--- config.mk ---
export PLATFORM = sky130hd
export DESIGN_NAME = merge_select_arbiter
export DESIGN_NICKNAME = d
export VERILOG_FILES = /design/src/rtl/noc_pkg.sv /design/src/rtl/rr_pick2.sv /design/src/rtl/merge_select_arbiter.sv
export SDC_FILE = /design/constraint.sdc
export NUM_CORES = 1
export LEC_CHECK = 0
export ABC_CLOCK_PERIOD_IN_PS = 2580
export CORE_ASPECT_RATIO = 0.9
export CORE_MARGIN = 10
export CORE_UTILIZATION = 52
export DETAILED_ROUTE_END_ITERATION = 16
export PLACE_DENSITY = 0.76
export SLEW_MARGIN = 10
export SYNTH_ARGS = -nofsm -noshare
export SYNTH_HDL_FRONTEND = slang
export SYNTH_HIERARCHICAL = 1
export SYNTH_SLANG_ARGS = --single-unit
--- constraint.sdc ---
create_clock -name CLK -period 2.58 [get_ports CLK]
set_clock_uncertainty 0.1 [all_clocks]
set_input_delay 0.516 -clock CLK [delete_from_list [all_inputs] [get_ports CLK]]
set_output_delay 0.516 -clock CLK [all_outputs]
set_load 0.02 [all_outputs]
--- src/rtl/noc_pkg.sv ---
// Shared NoC definitions for the merge select arbiter: flit geometry and the
// arbiter state encoding.
package noc_pkg;

  localparam int FLIT_W      = 9;
  localparam int TAIL_BIT    = FLIT_W - 1;
  localparam int TIMEOUT_W_D = 8;

  typedef enum logic {
    ARB_IDLE = 1'b0,
    ARB_LOCK = 1'b1
  } arb_state_t;

endpackage

--- src/rtl/rr_pick2.sv ---
// Two-way round-robin pick: a lone requester wins outright, and a tie goes to
// the input named by prio.
module rr_pick2 (
  input  logic [1:0] req,
  input  logic       prio,
  output logic       gnt,
  output logic       any
);

  assign any = |req;
  assign gnt = (req == 2'b11) ? prio : req[1];

endmodule

--- src/rtl/merge_select_arbiter.sv ---
// Packet-aware round-robin scheduler producing the 1-bit select token for the
// 2:1 flit merge; the grant is held per packet and only one token is in flight.
module merge_select_arbiter
  import noc_pkg::*;
#(
  parameter int TIMEOUT_W = TIMEOUT_W_D
) (
  input  logic       CLK,
  input  logic       _RESET,
  input  logic       in0_valid,
  input  logic       in0_tail,
  input  logic       in1_valid,
  input  logic       in1_tail,
  output logic       sel_valid,
  output logic       sel_data,
  input  logic       sel_ready,
  input  logic       flit_done,
  output logic       lock_timeout,
  output arb_state_t dbg_state
);

  // Token channel: once sel_valid rises, sel_valid and sel_data are held
  // unchanged until sel_ready; a transfer happens when sel_valid & sel_ready.

  localparam logic [TIMEOUT_W-1:0] WD_ONE = {{(TIMEOUT_W-1){1'b0}}, 1'b1};

  arb_state_t           state_q, state_d;
  logic                 gnt_q, gnt_d;
  logic                 outstanding_q, outstanding_d;
  logic                 tail_q, tail_d;
  logic                 sel_valid_q, sel_valid_d;
  logic                 sel_data_q, sel_data_d;
  logic                 rr_prio_q, rr_prio_d;
  logic [TIMEOUT_W-1:0] wd_cnt_q, wd_cnt_d;
  logic                 lock_timeout_q, lock_timeout_d;

  logic pick_gnt, pick_any;
  logic fire, done, g_valid, g_tail, start, raise, wd_idle;

  rr_pick2 u_pick (
    .req  ({in1_valid, in0_valid}),
    .prio (rr_prio_q),
    .gnt  (pick_gnt),
    .any  (pick_any)
  );

  assign fire    = sel_valid_q & sel_ready;
  // A flit_done with no token in flight is stray and ignored.
  assign done    = flit_done & outstanding_q;
  assign g_valid = gnt_q ? in1_valid : in0_valid;
  assign g_tail  = gnt_q ? in1_tail  : in0_tail;
  assign start   = (state_q == ARB_IDLE) & ~outstanding_q & pick_any;
  assign raise   = (state_q == ARB_LOCK) & ~outstanding_q & ~sel_valid_q & g_valid;
  assign wd_idle = (state_q == ARB_LOCK) & ~outstanding_q & ~g_valid;

  always_ff @(posedge CLK or negedge _RESET) begin
    if (!_RESET) state_q <= ARB_IDLE;
    else         state_q <= state_d;
  end

  always_comb begin
    state_d = state_q;
    unique case (state_q)
      ARB_IDLE: if (start) state_d = ARB_LOCK;
      ARB_LOCK: if (done && tail_q) state_d = ARB_IDLE;
    endcase
  end

  // Done is applied before fire, so a same-cycle fire leaves a token in flight.
  always_comb begin
    gnt_d          = gnt_q;
    outstanding_d  = outstanding_q;
    tail_d         = tail_q;
    sel_valid_d    = sel_valid_q;
    sel_data_d     = sel_data_q;
    rr_prio_d      = rr_prio_q;
    wd_cnt_d       = wd_cnt_q;
    lock_timeout_d = lock_timeout_q;

    if (done) begin
      outstanding_d = 1'b0;
      if (tail_q) rr_prio_d = ~gnt_q;
    end
    if (fire) begin
      outstanding_d = 1'b1;
      sel_valid_d   = 1'b0;
      tail_d        = g_tail;
    end
    if (start) begin
      gnt_d       = pick_gnt;
      sel_valid_d = 1'b1;
      sel_data_d  = pick_gnt;
    end else if (raise) begin
      sel_valid_d = 1'b1;
      sel_data_d  = gnt_q;
    end

    // The watchdog only flags a stalled lock; the lock itself is kept.
    if (state_d != ARB_LOCK || fire) begin
      wd_cnt_d = '0;
    end else if (wd_idle && wd_cnt_q != '1) begin
      wd_cnt_d = wd_cnt_q + WD_ONE;
    end
    if (wd_cnt_d == '1) lock_timeout_d = 1'b1;
  end

  always_ff @(posedge CLK or negedge _RESET) begin
    if (!_RESET) begin
      gnt_q          <= 1'b0;
      outstanding_q  <= 1'b0;
      tail_q         <= 1'b0;
      sel_valid_q    <= 1'b0;
      sel_data_q     <= 1'b0;
      rr_prio_q      <= 1'b0;
      wd_cnt_q       <= '0;
      lock_timeout_q <= 1'b0;
    end else begin
      gnt_q          <= gnt_d;
      outstanding_q  <= outstanding_d;
      tail_q         <= tail_d;
      sel_valid_q    <= sel_valid_d;
      sel_data_q     <= sel_data_d;
      rr_prio_q      <= rr_prio_d;
      wd_cnt_q       <= wd_cnt_d;
      lock_timeout_q <= lock_timeout_d;
    end
  end

  assign sel_valid    = sel_valid_q;
  assign sel_data     = sel_data_q;
  assign lock_timeout = lock_timeout_q;
  assign dbg_state    = state_q;

endmodule

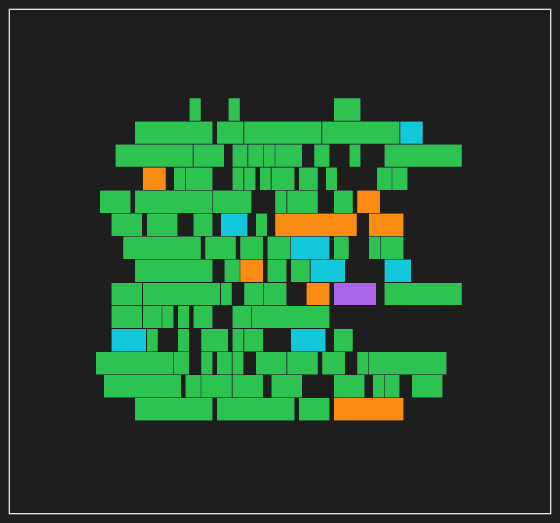
Figure 1: drive-strength map.
- _0 and _1 cells: green (cells 88)
- _3 and _4 cells: orange (cells 7)
- _2 cells: cyan (cells 7)
- _6 and larger: purple (cells 1)

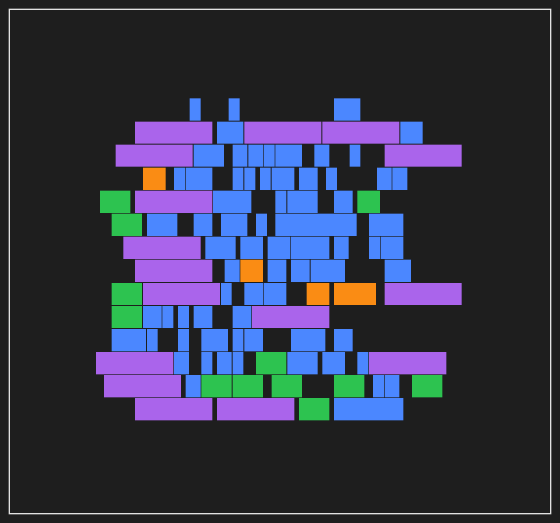
Figure 2: placement by cell class.
- clock drivers and dummy loads: orange (cells 4)
- combinational and other logic: blue (cells 71)
- other buffers and delay cells: green (cells 12)
- flops: purple (cells 16)

==> impl_metrics.env <==
# yosys + openroad results
export IMPL_status="completed"
export IMPL_floorplan_core_util_pct=54.3
export IMPL_cpPeakStageDelay_ns=0.49
export IMPL_synth_nets=97
export IMPL_nFillCells=151
export IMPL_cts_resized=0
export IMPL_data_arrival_critical_path_ns=2.23
export IMPL_drc=0
export IMPL_swShare_pct=37.7
export IMPL_cp_num_buf_inv=1
export IMPL_cts_htree_levels=1
export IMPL_tns_ns=0
export IMPL_worst_setup_hold_path_clk_slew_ns=0.10
export IMPL_cts_num_sinks=16
export IMPL_maxCapViolations=0
export IMPL_number_of_global_route_vias_before_repair=671
export IMPL_crit_path_max_delay_cell_type="clkdlybuf4s50_1"
export IMPL_gp_congestion=0.805
export IMPL_start_kind="primary input"
export IMPL_hpwl_um=1450
export IMPL_netlist_top_cell_by_instances="dfrtp_1"
export IMPL_routed_wl_met2_um=841
export IMPL_ff_type="dfrtp_1"
export IMPL_firstDrtPassIters=4
export IMPL_routedLengthMet1_um=887
export IMPL_final_area_um2=1070
export IMPL_ys_chip_area_um2=895
export IMPL_rsz0062_at_grt="false"
export IMPL_routed_via_density=5.46
export IMPL_clk_root_buffer_cell="clkbuf_4"
export IMPL_post_place_ws_ns=0.102
export IMPL_seq_share_pct=37.3
export IMPL_number_of_standard_cells_in_the_layout_taps_in_and_fillers_out=127
export IMPL_finalCriticalPeriod_ns=2.14
export IMPL_drt_wl_total_um=1850
export IMPL_post_drt_wl_per_cell_um=14.5
export IMPL_yosys_stat_cells=88
export IMPL_clockNetworkAreaShare_pct=3.38
export IMPL_post_synth_main_area_contributors="dfrtp_1 (45%), mux2_2 (3.8%), mux2i_1 (3.4%), nand2_1 (3.4%), nor2_1 (3.4%)"
export IMPL_async_reset_ff_share_pct=100
export IMPL_comb_area_share_pct=43.5
export IMPL_timing_fmax_mhz=468
export IMPL_dieWidth_um=63.7
metrics by stage:
stage / total power [mW] / hold slack [ns]
final: 0.932 / 0.379
after global placement: 0.759 / 0.355
after CTS: 0.939 / 0.386
after detailed placement: 0.767 / 0.357
after floorplan: 0.639 / 0.120
after global routing: 0.998 / 0.409
power by group through the flow:
stage	combinational (mW)	clock, mW	sequential [mW]
floorplan	0.231	0	0.408
global placement	0.362	0	0.398
detailed placement	0.365	0	0.402
CTS	0.368	0.173	0.398
global route	0.405	0.184	0.409
finish	0.365	0.168	0.399
worst min path at each step:
stage / startpoint / end / slack, ns / cells past startpoint
after floorplan: _RESET / dbg_state$_DFF_PN0_ / 0.12 / 0
after global placement: lock_timeout$_DFFE_PN0N_ / lock_timeout$_DFFE_PN0N_ / 0.36 / 1
after detailed placement: lock_timeout$_DFFE_PN0N_ / lock_timeout$_DFFE_PN0N_ / 0.36 / 1
after CTS: lock_timeout$_DFFE_PN0N_ / lock_timeout$_DFFE_PN0N_ / 0.39 / 1
after global routing: lock_timeout$_DFFE_PN0N_ / lock_timeout$_DFFE_PN0N_ / 0.41 / 1
final: lock_timeout$_DFFE_PN0N_ / lock_timeout$_DFFE_PN0N_ / 0.38 / 1
sequential cells by signal, summed over array words and instances (netlist names):
register / count
wd_cnt_q: 8
dbg_state: 1
gnt_q: 1
lock_timeout: 1
outstanding_q: 1
rr_prio_q: 1
sel_data: 1
sel_valid: 1
tail_q: 1
cells by family after synthesis:
logic type	after synthesis	share of synthesized area, %
compound gates	17	15.7
xor+xnor	4	3.92
fa+ha+maj	1	1.40
buf+inv	7	3.08
flops	16	44.8
mux	7	9.65
simple gates	36	21.5
layer usage:
layer / track usage, % / up-vias
met5: 0 / -
met2: 17.3 / 14
met1: 12.0 / 326
met4: 3.74 / 0
li1: - / 351
met3: 5.10 / 2
No activity file was given, so power comes from the tool's default toggle rates.
